==> src/rtl/shift_sequencer_pkg.sv <==
// Shared definitions for the shift sequencer.
//   - op_e    : operation encodings carried on the op port
//   - state_e : sequencer FSM states
//   - skips_shift() : true when an accepted request goes straight to FINISH
package shift_sequencer_pkg;

  localparam int DATA_W = 8;
  localparam int CNT_W  = 3;

  typedef enum logic [1:0] {
    OP_SLL  = 2'b00,
    OP_SRL  = 2'b01,
    OP_SRA  = 2'b10,
    OP_RSVD = 2'b11
  } op_e;

  typedef enum logic [1:0] {
    IDLE   = 2'b00,
    SHIFT  = 2'b01,
    FINISH = 2'b10
  } state_e;

  // A zero distance or the reserved op needs no shift cycles at all.
  function automatic logic skips_shift(input op_e op, input logic [CNT_W-1:0] amt);
    return (amt == '0) || (op == OP_RSVD);
  endfunction

endpackage

==> src/rtl/shift_sequencer_shifter.sv <==
// Single-step combinational shifter: moves A by one bit position.
// Ports:
//   A  : operand
//   LA : arithmetic fill for right shifts (replicate the sign bit)
//   LR : direction, 0 = left, 1 = right
//   Y  : shifted operand
//   C  : the bit that falls off the end
module shifter
  import shift_sequencer_pkg::*;
(
  input  logic [DATA_W-1:0] A,
  input  logic              LA,
  input  logic              LR,
  output logic [DATA_W-1:0] Y,
  output logic              C
);

  assign Y = LR ? {LA & A[DATA_W-1], A[DATA_W-1:1]} : {A[DATA_W-2:0], 1'b0};
  assign C = LR ? A[0] : A[DATA_W-1];

endmodule

==> src/rtl/shift_sequencer.sv <==
// Multi-cycle shift sequencer: one 1-bit shift per cycle, amt cycles total.
// Ports:
//   clk, reset       : rising-edge clock, asynchronous active-high reset
//   start            : request, honoured only in IDLE
//   op, amt, din     : operation, distance (0..7) and operand, captured with start
//   busy             : high while shifting
//   done             : one-cycle completion pulse
//   dout, carry, err : result, last bit shifted out, reserved-op flag
module shift_sequencer
  import shift_sequencer_pkg::*;
(
  input  logic              clk,
  input  logic              reset,
  input  logic              start,
  input  logic [1:0]        op,
  input  logic [CNT_W-1:0]  amt,
  input  logic [DATA_W-1:0] din,
  output logic              busy,
  output logic              done,
  output logic [DATA_W-1:0] dout,
  output logic              carry,
  output logic              err
);

  state_e            state, state_next;
  op_e               op_q;
  op_e               op_in;
  logic [CNT_W-1:0]  cnt_q;
  logic [DATA_W-1:0] work_q;
  logic [DATA_W-1:0] shift_y;
  logic              shift_c;

  assign op_in = op_e'(op);

  shifter u_shifter (
    .A  (work_q),
    .LA (op_q == OP_SRA),
    .LR (op_q != OP_SLL),
    .Y  (shift_y),
    .C  (shift_c)
  );

  // NOTE: state registers use non-blocking assignments so every flop samples
  // the pre-edge values of the others, independent of process ordering.
  always_ff @(posedge clk or posedge reset) begin
    if (reset) state <= IDLE;
    else       state <= state_next;
  end

  // NOTE: next_state gets its default first, so no path leaves it unassigned
  // and no latch is inferred.
  always_comb begin
    state_next = state;
    case (state)
      IDLE:    if (start) state_next = skips_shift(op_in, amt) ? FINISH : SHIFT;
      SHIFT:   if (cnt_q == CNT_W'(1)) state_next = FINISH;
      FINISH:  state_next = IDLE;
      default: state_next = IDLE;
    endcase
  end

  // Datapath. dout is loaded on the edge that enters FINISH so the result is
  // already valid during the done cycle; the reserved op leaves it untouched.
  // NOTE: every datapath register is reset, because a mid-operation reset must
  // leave no trace of the aborted operation.
  always_ff @(posedge clk or posedge reset) begin
    if (reset) begin
      work_q <= '0;
      op_q   <= OP_SLL;
      cnt_q  <= '0;
      dout   <= '0;
      carry  <= 1'b0;
      err    <= 1'b0;
    end else begin
      case (state)
        IDLE: begin
          if (start) begin
            work_q <= din;
            op_q   <= op_in;
            cnt_q  <= amt;
            carry  <= 1'b0;
            err    <= (op_in == OP_RSVD);
            if (amt == '0 && op_in != OP_RSVD) dout <= din;
          end
        end
        SHIFT: begin
          work_q <= shift_y;
          carry  <= shift_c;
          cnt_q  <= cnt_q - CNT_W'(1);
          if (cnt_q == CNT_W'(1)) dout <= shift_y;
        end
        default: ;
      endcase
    end
  end

  assign busy = (state == SHIFT);
  assign done = (state == FINISH);

endmodule

==> config.mk <==
export PLATFORM = sky130hd
export DESIGN_NAME = shift_sequencer
export DESIGN_NICKNAME = d
export VERILOG_FILES = /design/src/rtl/shift_sequencer_pkg.sv /design/src/rtl/shift_sequencer_shifter.sv /design/src/rtl/shift_sequencer.sv
export SDC_FILE = /design/constraint.sdc
export NUM_CORES = 1
export LEC_CHECK = 0
export ABC_AREA = 1
export CORE_ASPECT_RATIO = 1.4
export CORE_MARGIN = 5
export CORE_UTILIZATION = 52
export CTS_BUF_LIST = sky130_fd_sc_hd__clkbuf_2
export DETAILED_ROUTE_END_ITERATION = 10
export PLACE_DENSITY_LB_ADDON = 0.05
export SETUP_SLACK_MARGIN = 0.1
export SLEW_MARGIN = 20
export SYNTH_ARGS = -nofsm -noshare
export SYNTH_HDL_FRONTEND = slang
export SYNTH_SLANG_ARGS = --single-unit
==> constraint.sdc <==
create_clock -name clk -period 1.48 [get_ports clk]
set_input_delay 0.296 -clock clk [delete_from_list [all_inputs] [get_ports clk]]
set_output_delay 0.296 -clock clk [all_outputs]
set_load 0.02 [all_outputs]
### Clock wiring as the flow saved it

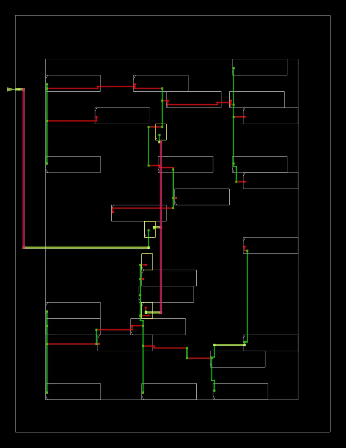
clkbuf count: 4
sequential cells: 25
Setup Skew: 0.0126 ns
cts bufs inserted: 3

### Sequential cells coloured by netlist name

Other sequential cells in the stronger grey, the rest of the logic in the fainter grey.
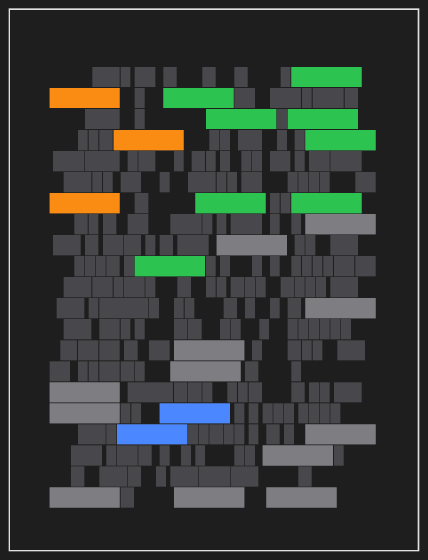
Orange marks cnt_q, placed flops 3. Green marks dout, placed flops 8. Blue marks op_q, placed flops 2.
Another 12 sequential cells are not coloured.

### Routed clock nets over the placement

Scale bar: 20 µm.
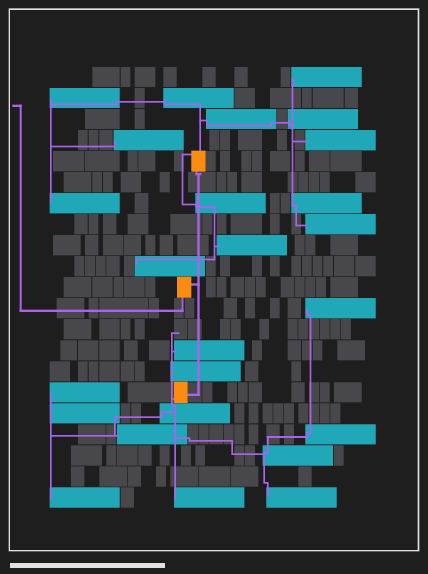
Cyan marks flip-flops, count 25. Orange marks clock-net drivers, count 3. Purple marks clock wires, length 305 µm.
There are 4 routed clock nets.

==> results.toml <==
# yosys + openroad results
[yosys]
top_cell = "nand2_1"
yosysUniqueCellTypes = 22
synthDominantCellAreaShare = 0.470
ys_cells = 178
synthFlopType = "dfrtp_1"
netlist_area_um2 = 1330
synth-edff-count = 0
synth_nets = 196
postSynthCellCount = 178
ys_ff = 25
ys_top_cells_by_count = "nand2_1, dfrtp_1, inv_1"
async_flop_share = 1.00
syn_avg_cell_area_um2 = 7.48
ys_seq_frac = 0.470
yosys_warnings = 0
yosys_area_um2 = 1330
synthTopCellsByArea = "dfrtp_1, nand2_1, inv_1"
yosys.area.top_type = "dfrtp_1"

[cells_and_area]
reg_top3 = "dout: 8 flops, work_q: 8 flops, cnt_q: 3 flops"
fillerInstances = 217
final_layout_size_suffix_gt1_frac = 0.204
nNetsFinal = 244
utilization = 0.726
postLayoutCellArea_um2 = 1750
stdcell_count = 259
n_antenna_cell = 0
synthToLayoutAreaGrowth_pct = 31.8

[global_routing]
grt_pass1_wl_um = 5380
grt.busiest_layer = "met2"
grtUsageMet3 = 0.0255
grt_pass1_vias = 1301
antenna_found_initial = 0
grtUsageMet2 = 0.358
grt.overflow.total = 0
grt_util_met1 = 0.197
grt_usage = 0.192
grt_max_degree = 26

[cts]
clkSinkCount = 25
htree_num_levels = 1
ctsHoldBuffers = 0
cts_tree = "built"
cts_buffer_depth = 2
clk_latency_ns = 0.35
clk_pin_slew_ns = 0.23
clockRootBuffer = "clkbuf_2"

[place]
numPortBuffers = 27
hpwl_um = 2340
placedCellCount = 245
dpl_cell_area_um2 = 1680
gp_congestion = 0.835
post-place-ws_ns = -0.0538

[setup_path]
arrival_ns = 1.08
worstPathMaxFanout = 3
startpoint = "state[1]$_DFFE_PP0P_"
critPathKind = "flop to output port"
endpoint_kind = "output port"
worstSetupEndpoint = "busy"
r2r_end = "dout[1]$_DFFE_PP0P_"
crit-reg2reg-launch = "state[0]$_DFFE_PP0P_"
start_kind = "flop"
reg2reg_depth = 9
reg2reg_slack_ns = 0.14
cp_data_required_time_ns = 1.18

[timing]
fin_crit_sh = 0.932
rsz0062_at_grt = "true"
tns_ns = 0
period_needed_ns = 1.38
maxSlewHeadroom = 0.778
finalWorstSetupSlack_ns = 0.101
finalHoldViolCount = 0
setup_viol = 0
whs_ns = 0.247
fmax_ghz = 0.725
slew_violations = 0
worstMarginPinSlew_ns = 0.333

[drt]
routedWlPerCell_um = 12.3
drcViolationCount = 0
vias = 1258
drt-pass1-iter-count = 4
final_antenna_net_count = 0
routed_wirelength_um = 3180
drtIter0Drc = 30
viasPerCell = 4.86

[floorplan]
ios = 28
die_y_um = 69.9
dieArea_um2 = 3690
row_count = 21
initial_utilization = 0.551
die_w_um = 52.8
coreArea_um2 = 2420

[run]
max_cap_viol_count = 0
warning_count = 29

[min_path]
hold_path.class = "input port to async pin"

[outcome]
status = "complete, no violations"

[power_and_ir_drop]
pwr_density_cell_nw_per_um2 = 2160
power_mw = 3.79
ir_drop_v = 0.00141
leakagePower_nw = 0.978
## area by class of cell
cell class / count / area [µm²] / area share
Clock buffer: 4 / 20.0 / 0.0114
Inverter: 22 / 90.1 / 0.0514
Multi-Input combinational cell: 128 / 586 / 0.334
Sequential cell: 25 / 626 / 0.357
Tap cell: 34 / 42.5 / 0.0243
Timing Repair Buffer: 46 / 390 / 0.223
## what timing repair did
| action | in CTS | in global routing |
|---|---|---|
| buffers inserted | 8 | 2 |
| setup endpoints to repair | 12 | 29 |
| resized | 37 | 12 |
| pin swaps | 1 | 2 |
## kinds of logic after synthesis
group	Yosys count	synth area share
adders and majority gates	2	0.0188
and+or+nand+nor	111	0.354
DFF	25	0.470
AOI/OAI and AO/OA	15	0.0667
buffers and inverters	25	0.0902
## report_power, final
| part | leakage (nW) | switching, mW | internal, mW |
|---|---|---|---|
| logic | 0.651 | 1.35 | 0.940 |
| registers | 0.310 | 0.212 | 1.01 |
| clock network | 0.0166 | 0.202 | 0.0714 |
## critical path, cell delays in order (launching register included)
cell and delay [ns]:
dfrtp_1 0.43, inv_2 0.09, nand2_4 0.06, inv_4 0.06
buf_6 0.11
## cells in the final DEF (no fill, tap or decap), drive strengths merged
| master | count |
|---|---|
| clkdlybuf4s50 | 15 |
| nand3 | 11 |
| nor3 | 1 |
| o21ai | 13 |
| clkdlybuf4s15 | 4 |
| or2 | 1 |
| a21oi | 1 |
| dfrtp | 25 |
| ha | 2 |
| nand4 | 1 |
| clkbuf | 8 |
| nand2 | 90 |
| nor2 | 7 |
| inv | 22 |
| buf | 23 |
| o211ai | 1 |
## per-layer routing
layer | wire length (µm) | share of wire | vias up
met5 | 0 | 0 | -
met2 | 1740 | 0.55 | 26
met3 | 112 | 0.035 | 7
met4 | 80 | 0.025 | 0
li1 | - | - | 637
met1 | 1250 | 0.39 | 588
Power and IR drop assume default switching activity.
